**config.mk**
```make
export PLATFORM = sky130hd
export DESIGN_NAME = packet_merger
export DESIGN_NICKNAME = d
export VERILOG_FILES = /design/src/rtl/packet_pkg.sv /design/src/rtl/packet_merger_fifo.sv /design/src/rtl/packet_merger.sv
export SDC_FILE = /design/constraint.sdc
export NUM_CORES = 1
export LEC_CHECK = 0
export CAP_MARGIN = 5
export CORE_MARGIN = 2
export CORE_UTILIZATION = 52
export CTS_BUF_LIST = sky130_fd_sc_hd__clkbuf_8
export DETAILED_ROUTE_END_ITERATION = 6
export GPL_ROUTABILITY_DRIVEN = 0
export PLACE_DENSITY_LB_ADDON = 0.05
export REMOVE_ABC_BUFFERS = 1
export SLEW_MARGIN = 30
export SYNTH_ARGS = -nofsm -noshare
export SYNTH_HDL_FRONTEND = slang
export SYNTH_HIERARCHICAL = 1
export SYNTH_SLANG_ARGS = --single-unit
```
**constraint.sdc**
```tcl
create_clock -name iClk -period 5.8 [get_ports iClk]
set_input_delay 1.45 -clock iClk [delete_from_list [all_inputs] [get_ports iClk]]
set_output_delay 1.45 -clock iClk [all_outputs]
set_load 0.01 [all_outputs]
```
**src/rtl/packet_pkg.sv**
```systemverilog
// Shared definitions for the packet merger: default sizes, match-criteria tag field
// and the round-robin search helper.
package packet_pkg;

    localparam int PATH_COUNT_DEF = 4;
    localparam int DATA_WIDTH_DEF = 8;
    localparam int TAG_MSB        = 31;
    localparam int TAG_LSB        = 28;

    typedef logic [31:0] match_criteria_t;

    // First set bit of req searching upward from ptr+1, wrapping; unused request
    // bits must be zero so the 16-wide wrap matches a PATH_COUNT-wide wrap.
    function automatic logic [3:0] rr_next(input logic [15:0] req, input logic [3:0] ptr);
        logic [3:0] idx;
        logic [3:0] grant;
        logic       found;
        grant = ptr;
        found = 1'b0;
        for (int k = 1; k <= 16; k++) begin
            idx = ptr + 4'(k);
            if (!found && req[idx]) begin
                grant = idx;
                found = 1'b1;
            end
        end
        return grant;
    endfunction

endpackage

```
**src/rtl/packet_merger_fifo.sv**
```systemverilog
// Single-clock synchronous FIFO holding the beats of one merger input path.
module packet_merger_fifo #(
    parameter int DATA_WIDTH = 8,
    parameter int FIFO_DEPTH = 4
) (
    input  logic                  clk,
    input  logic                  rst_n,
    input  logic                  push,
    input  logic                  pop,
    input  logic [DATA_WIDTH-1:0] wdata,
    output logic [DATA_WIDTH-1:0] rdata,
    output logic                  full,
    output logic                  empty
);

    localparam int AW = $clog2(FIFO_DEPTH);
    localparam logic [AW:0] FULL_CNT = (AW+1)'(FIFO_DEPTH);

    logic [DATA_WIDTH-1:0] mem [FIFO_DEPTH];
    logic [AW-1:0]         rptr;
    logic [AW-1:0]         wptr;
    logic [AW:0]           count;
    logic                  do_push;
    logic                  do_pop;

    // A full FIFO refuses pushes even when a pop frees a slot on the same edge.
    assign full    = (count == FULL_CNT);
    assign empty   = (count == '0);
    assign do_push = push && !full;
    assign do_pop  = pop && !empty;
    assign rdata   = mem[rptr];

    always_ff @(posedge clk) begin
        if (do_push) begin
            mem[wptr] <= wdata;
        end
    end

    always_ff @(posedge clk) begin
        if (!rst_n) begin
            rptr  <= '0;
            wptr  <= '0;
            count <= '0;
        end else begin
            if (do_push) begin
                wptr <= wptr + 1'b1;
            end
            if (do_pop) begin
                rptr <= rptr + 1'b1;
            end
            case ({do_push, do_pop})
                2'b10:   count <= count + 1'b1;
                2'b01:   count <= count - 1'b1;
                default: count <= count;
            endcase
        end
    end

endmodule

```
**src/rtl/packet_merger.sv**
```systemverilog
// Merges PATH_COUNT per-path beat streams onto one registered valid/ready stream
// with round-robin arbitration. Define PACKET_MERGER_TAG_EN to stamp source tags.
module packet_merger
    import packet_pkg::*;
#(
    parameter int PATH_COUNT = PATH_COUNT_DEF,
    parameter int DATA_WIDTH = DATA_WIDTH_DEF,
    parameter int FIFO_DEPTH = 4,
    parameter int TAG_WIDTH  = 4
) (
    input  logic                                  iClk,
    input  logic                                  iRst,
    input  logic [PATH_COUNT-1:0][DATA_WIDTH-1:0] iData,
    input  logic [PATH_COUNT-1:0]                 iDataVld,
    output logic [PATH_COUNT-1:0]                 oDataRdy,
    output logic                                  oPktValid,
    output logic [DATA_WIDTH-1:0]                 oPktData,
    output logic [$clog2(PATH_COUNT)-1:0]         oPktPath,
    input  logic                                  iPktReady,
    input  match_criteria_t [PATH_COUNT-1:0]      iRegMatchCriteria
);

    localparam int PW = $clog2(PATH_COUNT);

    logic                  run;
    logic [PATH_COUNT-1:0] push;
    logic [PATH_COUNT-1:0] pop;
    logic [PATH_COUNT-1:0] full;
    logic [PATH_COUNT-1:0] empty;
    logic [DATA_WIDTH-1:0] rdata [PATH_COUNT];
    logic [PW-1:0]         rr_ptr;
    logic [PW-1:0]         grant;
    logic [15:0]           req;
    logic [3:0]            grant_raw;
    logic                  load_en;
    logic                  any_req;
    logic                  do_load;
    logic [DATA_WIDTH-1:0] load_data;

    // run keeps every ready low while reset is held and for the reset edge itself.
    always_ff @(posedge iClk) begin
        if (!iRst) begin
            run <= 1'b0;
        end else begin
            run <= 1'b1;
        end
    end

    assign oDataRdy = {PATH_COUNT{run}} & ~full;
    assign push     = iDataVld & oDataRdy;

    for (genvar i = 0; i < PATH_COUNT; i++) begin : g_path
        packet_merger_fifo #(
            .DATA_WIDTH(DATA_WIDTH),
            .FIFO_DEPTH(FIFO_DEPTH)
        ) u_fifo (
            .clk  (iClk),
            .rst_n(iRst),
            .push (push[i]),
            .pop  (pop[i]),
            .wdata(iData[i]),
            .rdata(rdata[i]),
            .full (full[i]),
            .empty(empty[i])
        );
    end

    assign load_en = !oPktValid || iPktReady;
    assign any_req = |(~empty);
    assign do_load = load_en && any_req;

    always_comb begin
        req                 = '0;
        req[PATH_COUNT-1:0] = ~empty;
        grant_raw           = rr_next(req, 4'(rr_ptr));
    end

    assign grant = grant_raw[PW-1:0];

    always_comb begin
        pop = '0;
        if (do_load) begin
            pop[grant] = 1'b1;
        end
    end

`ifdef PACKET_MERGER_TAG_EN
    always_comb begin
        load_data = rdata[grant];
        load_data[DATA_WIDTH-1 -: TAG_WIDTH] = iRegMatchCriteria[grant][TAG_MSB -: TAG_WIDTH];
    end
`else
    logic unused_criteria;
    assign unused_criteria = ^iRegMatchCriteria;
    assign load_data       = rdata[grant];
`endif

    // Output register: loads on grant, clears valid when nothing is pending, holds on stall.
    always_ff @(posedge iClk) begin
        if (!iRst) begin
            oPktValid <= 1'b0;
            oPktData  <= '0;
            oPktPath  <= '0;
            rr_ptr    <= PW'(PATH_COUNT - 1);
        end else if (load_en) begin
            oPktValid <= any_req;
            if (any_req) begin
                oPktData <= load_data;
                oPktPath <= grant;
                rr_ptr   <= grant;
            end
        end
    end

endmodule

```
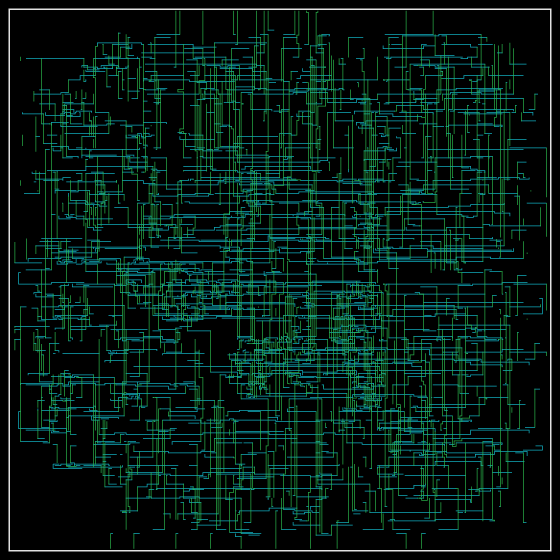
Run 1: signal wires by layer
Only two layers are drawn.
layer	colour	wire length
met1	cyan	7,510 um
met2	green	7,550 um
Wirelength per Cell: 18.38 um
total global-route track usage: 0.2033
via count: 4,904
final WL: 15,960 um

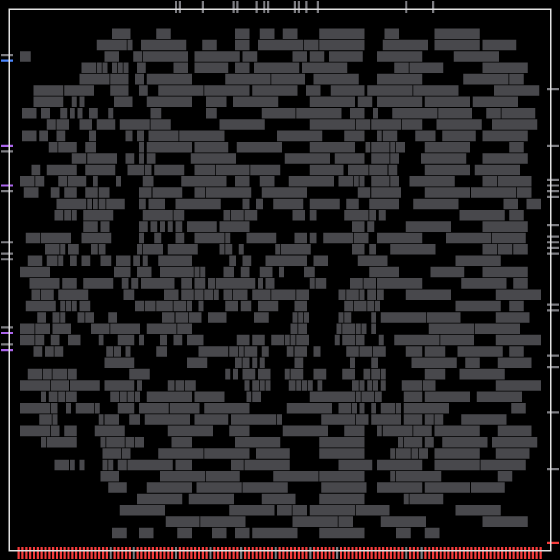
Run 1: I/O pins on the die edge
Pins as bars across the die edge, other pins in grey.
port	colour	pins	direction	edge
iDataVld	purple	4	input	west
iRst	blue	1	input	west
iRegMatchCriteria	red	128	input	127 south, 1 east
die extent in x: 129.5 um
DIE HEIGHT: 129.5 um
number of port buffers: 53

==> deck_impl_summary.md, run 1 <==
Flow Results at a Glance

Global route
  • Global route overflow: 0
  • Number of global-route vias before repair: slightly below 5,000
  • Largest net degree at the start of global routing: roughly 57
  • First-pass GRT wire length: roughly 26,000 um
  • Antenna violations before repair: 0

Detailed routing
  • 1st-iter DRT viols: 412
  • ANT nets after route: 0
  • 1st-pass router iterations: 5
  • Residual DRC: 0
  • Vias per inst: approximately 5.6

Cells and area
  • Most common logic cells in the final layout: 128 x edfxtp_1, 74 x nand2_1, 52 x clkdlybuf4s50_1
  • N_diodes: 0
  • Layout cell share with drive strength beyond 1: 0.1537
  • Layout area overhead: 13.41%
  • Commonest Layout Cell: edfxtp_1
  • Design area: 9281 um2
  • Util after Layout: 0.6060
  • Post-Layout Cell Count: 868
  • Final Net Count: 837
  • Layout fillers: between 1,000 and 1,500

Logic synthesis
  • Yosys Chip Area: 8184 um2
  • Top area contributor share: 0.4697
  • Distinct lib cells used: 52
  • Syn Area/Cell: 13.73 um2
  • Flip-flops with a built-in enable: 128
  • Yosys cell count: 596
  • Async S/R FF share, synth: 0
  • Gate Count Post-Synth: about 600
  • Dominant cell type by area after synthesis: edfxtp_1
  • Mapped Area: between 8000 and 9000 um2
  • Dominant flop cell: edfxtp_1
  • Syn. warnings: 6
  • Register share after synthesis: 0.5920
  • Top cells by area: edfxtp_1 47%, dfxtp_1 12%, mux4_2 9.6%
  • Synthesized registers: 178

Clock tree
  • CTS sink cnt: 178
  • TritonCTS clock tree: built
  • Hold Buf Count CTS: 0
  • Postcts setup bufs: 0
  • Reg clk slew, reported paths: 0.09 ns
  • Clock buffer depth: 2
  • H-tree levels: 4
  • Root buf cell: clkbuf_8
  • Worst skew pair latency: 0.45 ns
  • Resized cells post-CTS: 0

Floorplan
  • Fp_density: 0.5344
  • Core box area: 15,310 um2
  • Std-Cell Rows: about 45
  • Num ports: around 180
  • Die area: 16,760 um2

Power
  • Max IR drop VDD: around 0.42 mV
  • Power Density: ~460 nW/um2
  • P_leak: 3.135 nW

Timing
  • Worst slew pin tran: 0.7882 ns
  • Setup violations, final: 0
  • F_max: 206.4 MHz
  • Relative slew slack: 0.4595
  • Final Hold Fails: 0
  • TNS Setup: 0 ns
  • Final period util: 0.8355
  • Minimum clock period: 4.846 ns
  • RSZ-0062 raised after global routing: no
  • Pins over their slew limit: 0

Worst setup path
  • R2r worst-path depth: 15
  • Worst Path Required: 6.19 ns
  • Crit end category: flop
  • Crit path arrival time: 5.23 ns
  • Crit Reg-Reg Endpoint: g_path[2].u_fifo/count[2]$_SDFFE_PN0P_
  • CP max FO: 12
  • Crit path kind: reg -> reg
  • Reg2reg setup slack: 0.95 ns
  • Startpoint types: flop
  • Launching point of the worst reg2reg path: rr_ptr[1]$_SDFFE_PN1P_

Flow run
  • Tool warnings: 166
  • Max Cap Viol: 0

Placed design
  • DP Cell Count: about 840
  • DP Area: 8872 um2
  • DPL Wire Length: 11,070 um

Worst hold path
  • Hold path depth: 2
  • Hold Path Origin: g_path[0].u_fifo/rptr[1]$_SDFFE_PN0P_
  • Worst Hold Class: reg -> reg

Run status
  • Status: finished, final reports clean
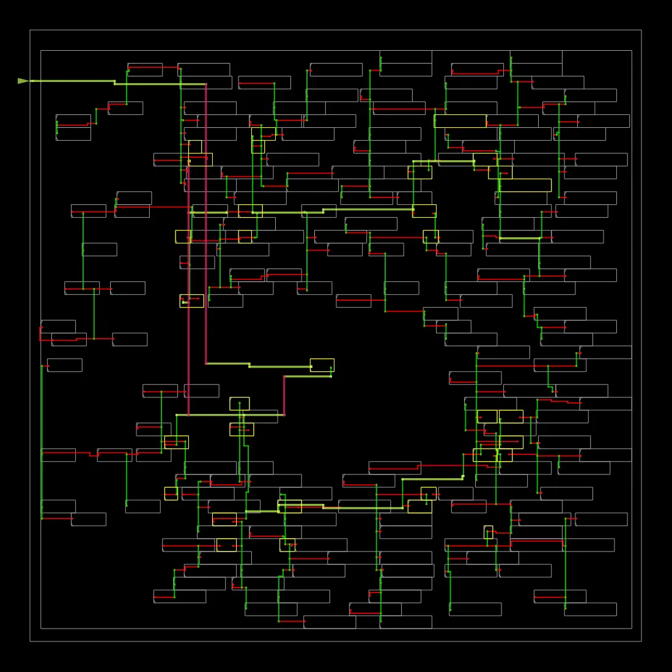
Run 1: the clock network
Clk power: 0.000858 W
Layout clock buffers: 17
CTS buffer count: 17
Seq cells: 178
skew final: 0.01384 ns

[run 1: worst max-delay path, cell delays in order, from the launching register on]
cell	delay, ns
dfxtp_1	0.48
clkinv_1	0.31
ha_1	0.58
mux4_2	0.44
a221oi_4	0.52
a21oi_4	0.09
xnor2_4	0.49
nand2_1	0.14
nor2_1	0.22
nor2b_1	0.24
ha_1	0.22
inv_1	0.06
fa_1	0.38
xor2_1	0.16
or3_1	0.30
a21boi_1	0.14
[run 1: sequential cells by signal, summed over array words and instances, names as in the netlist, named ones only]
| register | count |
|---|---|
| g_path.u_fifo/mem | 128 |
| g_path.u_fifo/count | 12 |
| g_path.u_fifo/rptr | 8 |
| g_path.u_fifo/wptr | 8 |
| oPktData | 8 |
| oPktPath | 2 |
| rr_ptr | 2 |
| oPktValid | 1 |
| run | 1 |
[run 1: final cells by class]
cell class	instances	area [um2]	share of cell area
clock buffer	17	234.0	0.02521
clock inverter	15	172.7	0.01860
timing repair buffer	58	565.5	0.06093
tap	211	264.0	0.02844
multi-input combinational	361	3095	0.3335
sequential	178	4845	0.5220
inverter	28	105.1	0.01132
[run 1: where the power goes]
part           total, W  internal, W  switching, W
Clock          0.000858     0.000395      0.000463
Sequential      0.00161      0.00148      0.000124
Combinational   0.00177     0.000764       0.00101
[run 1: metal layers]
metal,vias up,routed length (um),track usage
met5,-,0,0
met2,125,7547,0.3207
li1,2325,-,-
met4,0,201,0.06009
met1,2440,7508,0.2867
met3,14,697,0.04418
[run 1: through the flow]
step	setup slack (ns)	total power, W	hold slack (ns)
detailed placement	0.9886	0.003389	0.4818
CTS	0.9644	0.004250	0.4969
floorplan	0.5430	0.002863	0.4560
finish	0.9542	0.004233	0.4926
global route	0.5672	0.004510	0.5281
global placement	1.133	0.003339	0.4684
[run 1: cells by family after synthesis]
family,after synthesis,share of synthesized area
simple gates,173,0.1141
flops,178,0.5920
mux,57,0.1235
xor+xnor,10,0.01299
buf+inv,57,0.02981
compound gates,95,0.08424
fa+ha+maj,26,0.04342
[run 1: worst max path at each step]
stage                                 startpoint                                     end  slack (ns)  cells after the start
after floorplan           rr_ptr[0]$_SDFFE_PN1P_  g_path[3].u_fifo/count[2]$_SDFFE_PN0P_        0.54                     15
after global placement    rr_ptr[1]$_SDFFE_PN1P_  g_path[2].u_fifo/count[2]$_SDFFE_PN0P_        1.13                     15
after detailed placement  rr_ptr[1]$_SDFFE_PN1P_  g_path[2].u_fifo/count[2]$_SDFFE_PN0P_        0.99                     15
after CTS                 rr_ptr[1]$_SDFFE_PN1P_  g_path[2].u_fifo/count[2]$_SDFFE_PN0P_        0.96                     15
after global routing      rr_ptr[1]$_SDFFE_PN1P_  g_path[0].u_fifo/count[2]$_SDFFE_PN0P_        0.57                     15
final                     rr_ptr[1]$_SDFFE_PN1P_  g_path[2].u_fifo/count[2]$_SDFFE_PN0P_        0.95                     15
[run 1: cell usage after synthesis, drive strengths merged (7+ instances only)]
library cell,number
buf,15
and2,29
nor2,7
o221ai,8
a21oi,20
nor3,7
edfxtp,128
clkbuf,14
mux4,35
nand2,74
o21ai,24
or2,9
dfxtp,50
o311ai,8
a211o,17
or3,9
mux2i,20
nor2b,13
inv,26
ha,22
nand3,10
a21boi,8
--- run 2 (diff from run 1) ---
Clock period 5.8 ns to 4.9 ns, I/O delays scaled along.
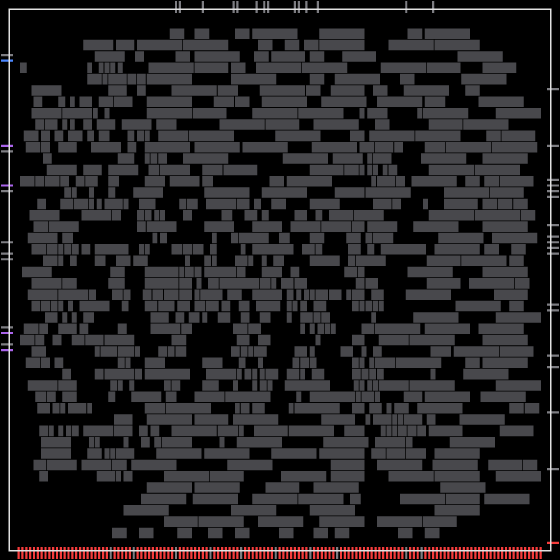
Run 2: I/O pins on the die edge
Pins as bars across the die edge, other pins in grey.
port	colour	pins	direction	edge
iDataVld	purple	4	input	west
iRst	blue	1	input	west
iRegMatchCriteria	red	128	input	127 south, 1 east
all pins by edge	137 south, 18 east, 14 north, 13 west

==> run 2 against run 1 <==
Design area up 0.69%. Clock skew down 0.0032 ns. Critical path depth unchanged. Largest cell class unchanged. Flip-flop count stayed put. Global-route usage up 0.61 points. Sequential share of layout area decreased by 0.34 points. Highest routed layer unchanged. Largest power group unchanged. Critical path type unchanged. Via count increased by 2.0%. Register-to-register slack lost 0.46 ns. Core utilization is 0.42 points higher.
==> deck_impl_summary.md, run 2 <==
Flow Results at a Glance

Logic synthesis
  • Gate Count Post-Synth: 596
  • Distinct lib cells used: 52
  • Synthesized registers: 178
  • Cell with the most instances after synthesis: edfxtp_1
  • Yosys cell count: 596
  • Dominant cell type by area after synthesis: edfxtp_1
  • Syn. warnings: 6
  • Register share after synthesis: 0.5920
  • Mapped Area: 8184 um2
  • Top cells by area: edfxtp_1 47%, dfxtp_1 12%, mux4_2 9.6%
  • Dominant flop cell: edfxtp_1
  • Yosys Chip Area: 8184 um2
  • Async S/R FF share, synth: 0
  • Syn Area/Cell: 13.73 um2
  • Top area contributor share: 0.4697
  • Flip-flops with a built-in enable: 128
  • Ranking of synthesized cells by instance count: 128 x edfxtp_1, 74 x nand2_1, 50 x dfxtp_1

Power
  • Power Density: 551.2 nW/um2
  • Max IR drop VDD: 0.4589 mV
  • P_leak: 3.186 nW

Cells and area
  • Layout area overhead: 14.19%
  • Util after Layout: 0.6102
  • Reg with most FFs: g_path.u_fifo/mem
  • Largest regs: g_path.u_fifo/mem x128, g_path.u_fifo/count x12
  • N_diodes: 0
  • Layout fillers: 1,215
  • Flop area: between 4000 and 5000 um2
  • Most common logic cells in the final layout: 128 x edfxtp_1, 74 x nand2_1, 52 x clkdlybuf4s50_1
  • Max reg flops: roughly 130
  • MI comb area: 3103 um2
  • Final Net Count: 842
  • Layout cell share with drive strength beyond 1: 0.1586
  • Commonest Layout Cell: edfxtp_1

Global route
  • Largest net degree at the start of global routing: 33
  • Global route overflow: 0
  • Number of global-route vias before repair: roughly 5,000
  • Total global-route track usage: 0.2093
  • First-pass GRT wire length: roughly 26,000 um
  • Antenna violations before repair: 0

Worst setup path
  • Crit end category: flop
  • CP max FO: 10
  • Crit path buf inv count: 2
  • CP max stage delay: 0.49 ns
  • Crit path depth: 15
  • Launching point of the worst reg2reg path: rr_ptr[1]$_SDFFE_PN1P_
  • Crit. Startpoint: rr_ptr[1]$_SDFFE_PN1P_
  • CP Capture Point: g_path[1].u_fifo/count[2]$_SDFFE_PN0P_
  • R2r worst-path depth: 15
  • Startpoint types: flop
  • Slowest CP cell: ha_2
  • Crit path max-delay family: simple AND/OR/NAND/NOR gates
  • CP cell instances: clkinvlp_4 > ha_2 > mux4_2 > or3b_1 > o31ai_1 > a32oi_1 > or2_1 > nor3_1 > nor2b_1 > ha_1 > inv_1 > fa_1 > xor2_1 > or3_1 > a21boi_1
  • Crit path arrival time: 4.79 ns
  • Crit path kind: reg -> reg
  • Worst Path Required: 5.28 ns
  • Reg2reg setup slack: between 0.4 and 0.5 ns
  • Crit Reg-Reg Endpoint: g_path[1].u_fifo/count[2]$_SDFFE_PN0P_

Detailed routing
  • Vias per inst: 5.731
  • Via count: 5,003
  • 1st-pass router iterations: 5
  • Final WL: 16,280 um
  • Wirelength per Cell: 18.64 um
  • ANT nets after route: 0
  • Residual DRC: 0
  • 1st-iter DRT viols: between 300 and 400

Timing
  • Final period util: 0.8986
  • RSZ-0062 raised after global routing: no
  • TNS Setup: 0 ns
  • Minimum clock period: about 4.4 ns
  • Final Hold Fails: 0
  • Relative slew slack: 0.4939
  • Worst slew pin tran: 0.7576 ns
  • Setup ws final: 0.4970 ns
  • Skew final: 0.01060 ns
  • Pins over their slew limit: 0
  • Setup violations, final: 0
  • F_max: 227.1 MHz

Clock tree
  • TritonCTS clock tree: built
  • Postcts setup bufs: 0
  • Root buf cell: clkbuf_8
  • Worst skew pair latency: roughly 0.45 ns
  • Clock buffer depth: 2
  • Reg clk slew, reported paths: 0.09 ns
  • CTS buffer count: 17
  • H-tree levels: 4
  • CTS sink cnt: 178

Floorplan
  • Die extent in x: 129.5 um
  • Fp_density: 0.5344
  • Num ports: approximately 180
  • DIE HEIGHT: between 100 and 150 um
  • Core box area: 15,310 um2
  • Std-Cell Rows: 45
  • Die area: 16,760 um2

Placed design
  • Setup WS pre-CTS: just over 0.2 ns
  • DPL Wire Length: 11,430 um
  • Number of port buffers: 53

Worst hold path
  • Hold Path Origin: g_path[1].u_fifo/rptr[0]$_SDFFE_PN0P_
  • Worst Hold Class: reg -> reg

Flow run
  • Tool warnings: 166
  • Max Cap Viol: 0

Run status
  • Status: finished, final reports clean
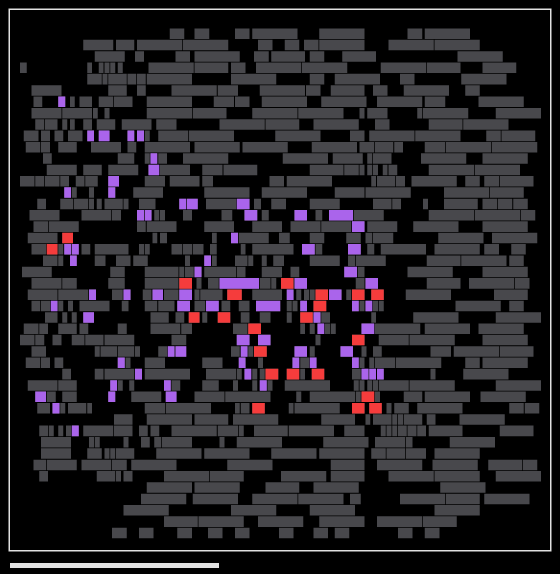
Run 2: logic cells by family
The bar under the picture is 50 um long.
family	colour	cells
inverting AOI/OAI gates	purple	73
AND-OR and OR-AND gates	red	22

[run 2: cell counts after synthesis]
No cell type changed its count.
[run 2: timing repair]
action,CTS,global route
hold buffers,0,0
endpoints found under the setup margin,0,5
gates resized,0,4
[run 2: final cells by class]
type                    count  area share
inverters                  28     0.01165
well taps                 211     0.02825
flip-flops and latches    178      0.5185
multi-input cells         361      0.3320
repair buffers             63     0.06427
clock inverters            14     0.01874
clock buffers              18     0.02651
[run 2: how the worst min path moves through the flow]
stage / to / slack [ns] / cells after the start
after detailed placement: flop / 0.48 / 2
final: g_path[1].u_fifo/rptr[0]$_SDFFE_PN0P_ / 0.50 / 2
after global placement: g_path[1].u_fifo/rptr[1]$_SDFFE_PN0P_ / 0.47 / 2
after CTS: g_path[1].u_fifo/rptr[0]$_SDFFE_PN0P_ / 0.50 / 2
after global routing: g_path[1].u_fifo/rptr[0]$_SDFFE_PN0P_ / 0.52 / 2
after floorplan: flop / 0.46 / 2
[run 2: metal layers]
metal / GRT usage / up-vias / share of wire
li1: - / 2332 / -
met1: 0.2928 / 2497 / 0.45
met2: 0.3282 / 149 / 0.47
met3: 0.04418 / 25 / 0.054
met4: 0.07400 / 0 / 0.019
met5: 0 / - / 0
[run 2: tightest hold or removal path: stages (launching register included)]
cell	delay, ns
dfxtp_1	0.33
nand2_1	0.07
o21ai_0	0.06
[run 2: report_power, final]
| part | switching [W] | internal, W | leakage [nW] |
|---|---|---|---|
| Sequential | 0.000149 | 0.00175 | 1.57 |
| Combinational | 0.00122 | 0.000967 | 1.39 |
| Clock | 0.000501 | 0.000561 | 0.227 |
[run 2: per-stage QoR]
step           cell area [um2]  hold slack, ns  cells  total power (W)
2_1_floorplan             8045          0.4560    567         0.003388
3_3_place_gp              8910          0.4655    841         0.004020
3_5_place_dp              8910          0.4802    841         0.004090
4_1_cts                   9333          0.5008    873         0.005156
5_1_grt                   9345          0.5179    873         0.005482
6_report                  9345          0.4974    873         0.005151
[run 2: logic make-up after synthesis]
family / share of synthesized area
flops: 0.5920
simple gates: 0.1141
compound gates: 0.08424
buf+inv: 0.02981
mux: 0.1235
fa+ha+maj: 0.04342
xor+xnor: 0.01299
--- run 3 (diff from run 2) ---
Settings changed: ABC_CLOCK_PERIOD_IN_PS set to 4900.
==> run 3 against run 2 <==
Design area unchanged. Sequential share of layout area unchanged. Sequential power about the same. Highest routed layer unchanged. Worst setup slack unchanged. Synthesized area unchanged. Combinational power about the same.
==> deck_impl_summary.md, run 3 <==
Flow Results at a Glance

Cells and area
  • Layout cell share with drive strength beyond 1: 0.1586
  • Most common logic cells in the final layout: 128 x edfxtp_1, 74 x nand2_1, 52 x clkdlybuf4s50_1
  • Design area: 9345 um2
  • N_diodes: 0
  • Post-Layout Cell Count: 873
  • Reg with most FFs: g_path.u_fifo/mem
  • Layout fillers: 1,215
  • Commonest Layout Cell: edfxtp_1
  • Largest regs: g_path.u_fifo/mem x128, g_path.u_fifo/count x12

Logic synthesis
  • Async S/R FF share, synth: 0
  • Synth logic family: multiplexers
  • Register share after synthesis: 0.5920
  • Mapped Area: about 8200 um2
  • AO/OA Area Share: 0.08424
  • Flip-flops with a built-in enable: approximately 130
  • Adder-cell share of the synthesized area: 0.04342
  • Gate Count Post-Synth: 596
  • Cell with the most instances after synthesis: edfxtp_1
  • Area fraction in mux cells: 0.1235
  • Syn. warnings: 6
  • Top area contributor share: 0.4697
  • Distinct lib cells used: 52
  • Top cells by area: edfxtp_1 47%, dfxtp_1 12%, mux4_2 9.6%
  • Xor+xnor area frac: 0.01299
  • Yosys cell count: 596
  • Yosys Chip Area: roughly 8200 um2

Floorplan
  • Std-Cell Rows: 45
  • Fp_density: 0.5344
  • DIE HEIGHT: 129.5 um
  • Num ports: 182

Worst setup path
  • Crit path kind: reg -> reg
  • CP max FO: 10
  • Crit path arrival time: 4.79 ns
  • Startpoint types: flop

Global route
  • Antenna violations before repair: 0
  • Number of global-route vias before repair: 5,006
  • Most Crowded Layer GR: met2
  • First-pass GRT wire length: approximately 26,000 um
  • M3 GR Usage: 0.04418

Timing
  • Final Hold Fails: 0
  • Final period util: 0.8986
  • Relative slew slack: 0.4939

Placed design
  • DPL Wire Length: 11,430 um
  • Setup WS pre-CTS: 0.2018 ns
  • Number of port buffers: 53

Flow run
  • Tool warnings: 166
  • Max Cap Viol: 0

Clock tree
  • Root buf cell: clkbuf_8
  • H-tree levels: 4
  • Worst skew pair latency: 0.45 ns
  • TritonCTS clock tree: built
  • CTS buffer count: 17
  • CTS sink cnt: 178

Detailed routing
  • Wirelength per Cell: 18.64 um
  • 1st-iter DRT viols: about 350
  • ANT nets after route: 0

Power
  • P_leak: ~3.2 nW
  • Overall power: a little over 0.005 W
  • Max IR drop VDD: 0.4589 mV
  • Power Density: 551.2 nW/um2

Worst hold path
  • Worst Hold Class: reg -> reg

Run status
  • Status: finished, final reports clean
==> run 3: cell counts after synthesis <==
Identical to the previous run, type by type.
==> run 3: area by class of cell <==
class / count / area [um2] / share of cell area
Clock buffer: 18 / 247.7 / 0.02651
Inverter: 28 / 108.9 / 0.01165
Multi-Input combinational cell: 361 / 3103 / 0.3320
Timing Repair Buffer: 63 / 600.6 / 0.06427
Tap cell: 211 / 264.0 / 0.02825
Sequential cell: 178 / 4846 / 0.5185
Clock inverter: 14 / 175.2 / 0.01874
==> run 3: critical path, cell delays in order, from the launching register on <==
cell        delay (ns)
dfxtp_2           0.42
clkinvlp_4        0.21
ha_2              0.49
mux4_2            0.40
or3b_1            0.37
o31ai_1           0.08
a32oi_1           0.22
or2_1             0.27
nor3_1            0.36
nor2b_1           0.26
ha_1              0.22
inv_1             0.06
fa_1              0.37
xor2_1            0.16
or3_1             0.31
a21boi_1          0.14
==> run 3: final timing paths <==
kind,slack (ns),to,startpoint
max,0.50,g_path[1].u_fifo/count[2]$_SDFFE_PN0P_,rr_ptr[1]$_SDFFE_PN1P_
min,0.50,g_path[1].u_fifo/rptr[0]$_SDFFE_PN0P_,g_path[1].u_fifo/rptr[0]$_SDFFE_PN0P_
max reg2reg,0.50,g_path[1].u_fifo/count[2]$_SDFFE_PN0P_,rr_ptr[1]$_SDFFE_PN1P_
min reg2reg,0.50,g_path[1].u_fifo/rptr[0]$_SDFFE_PN0P_,g_path[1].u_fifo/rptr[0]$_SDFFE_PN0P_
==> run 3: power breakdown <==
part	internal, W	switching [W]	leakage [nW]
clock network	0.000561	0.000501	0.227
registers	0.00175	0.000149	1.57
logic	0.000967	0.00122	1.39
total	0.00328	0.00187	3.19
==> run 3: cells by family (layout without fill, tap and decap cells) <==
group | Yosys count | after routing
AND-OR/OR-AND | 95 | 95
flip-flops | 178 | 178
multiplexers | 57 | 57
adder cells (fa/ha/maj) | 26 | 26
buffers and inverters | 57 | 123
XOR/XNOR | 10 | 10
AND/OR/NAND/NOR | 173 | 173
==> run 3: what timing repair did <==
action                                  in CTS  in global routing
gates resized                                0                  4
endpoints found under the setup margin       0                  5
hold buffers                                 0                  0
buffers inserted                             0                  0
==> run 3: metrics by stage <==
stage / util / setup TNS [ns] / hold WS, ns
floorplan: - / -1.515 / 0.4560
global placement: 0.5818 / 0 / 0.4655
detailed placement: 0.5818 / 0 / 0.4802
CTS: 0.6094 / 0 / 0.5008
global route: 0.6102 / 0 / 0.5179
finish: 0.6102 / 0 / 0.4974
==> run 3: per-layer routing <==
| layer | up-vias | part of all wire |
|---|---|---|
| li1 | 2332 | - |
| met1 | 2497 | 0.45 |
| met3 | 25 | 0.054 |
| met4 | 0 | 0.019 |
| met5 | - | 0 |
| met2 | 149 | 0.47 |
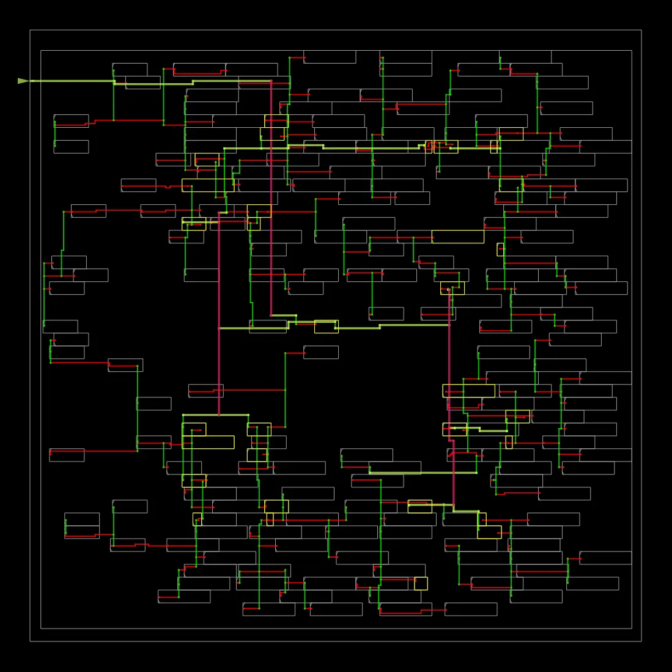
Run 3: the clock network
Clk power: 0.00106 W
skew final: 0.01060 ns

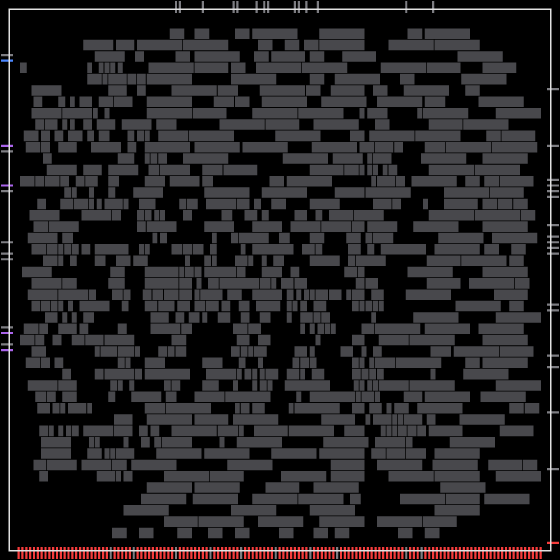
Run 3: I/O pins on the die edge
Pins as bars across the die edge, other pins in grey.
port	colour	pins	direction	edge
iRegMatchCriteria	red	128	input	127 south, 1 east
iRst	blue	1	input	west
iDataVld	purple	4	input	west

No activity file was given, so power comes from the tool's default toggle rates.
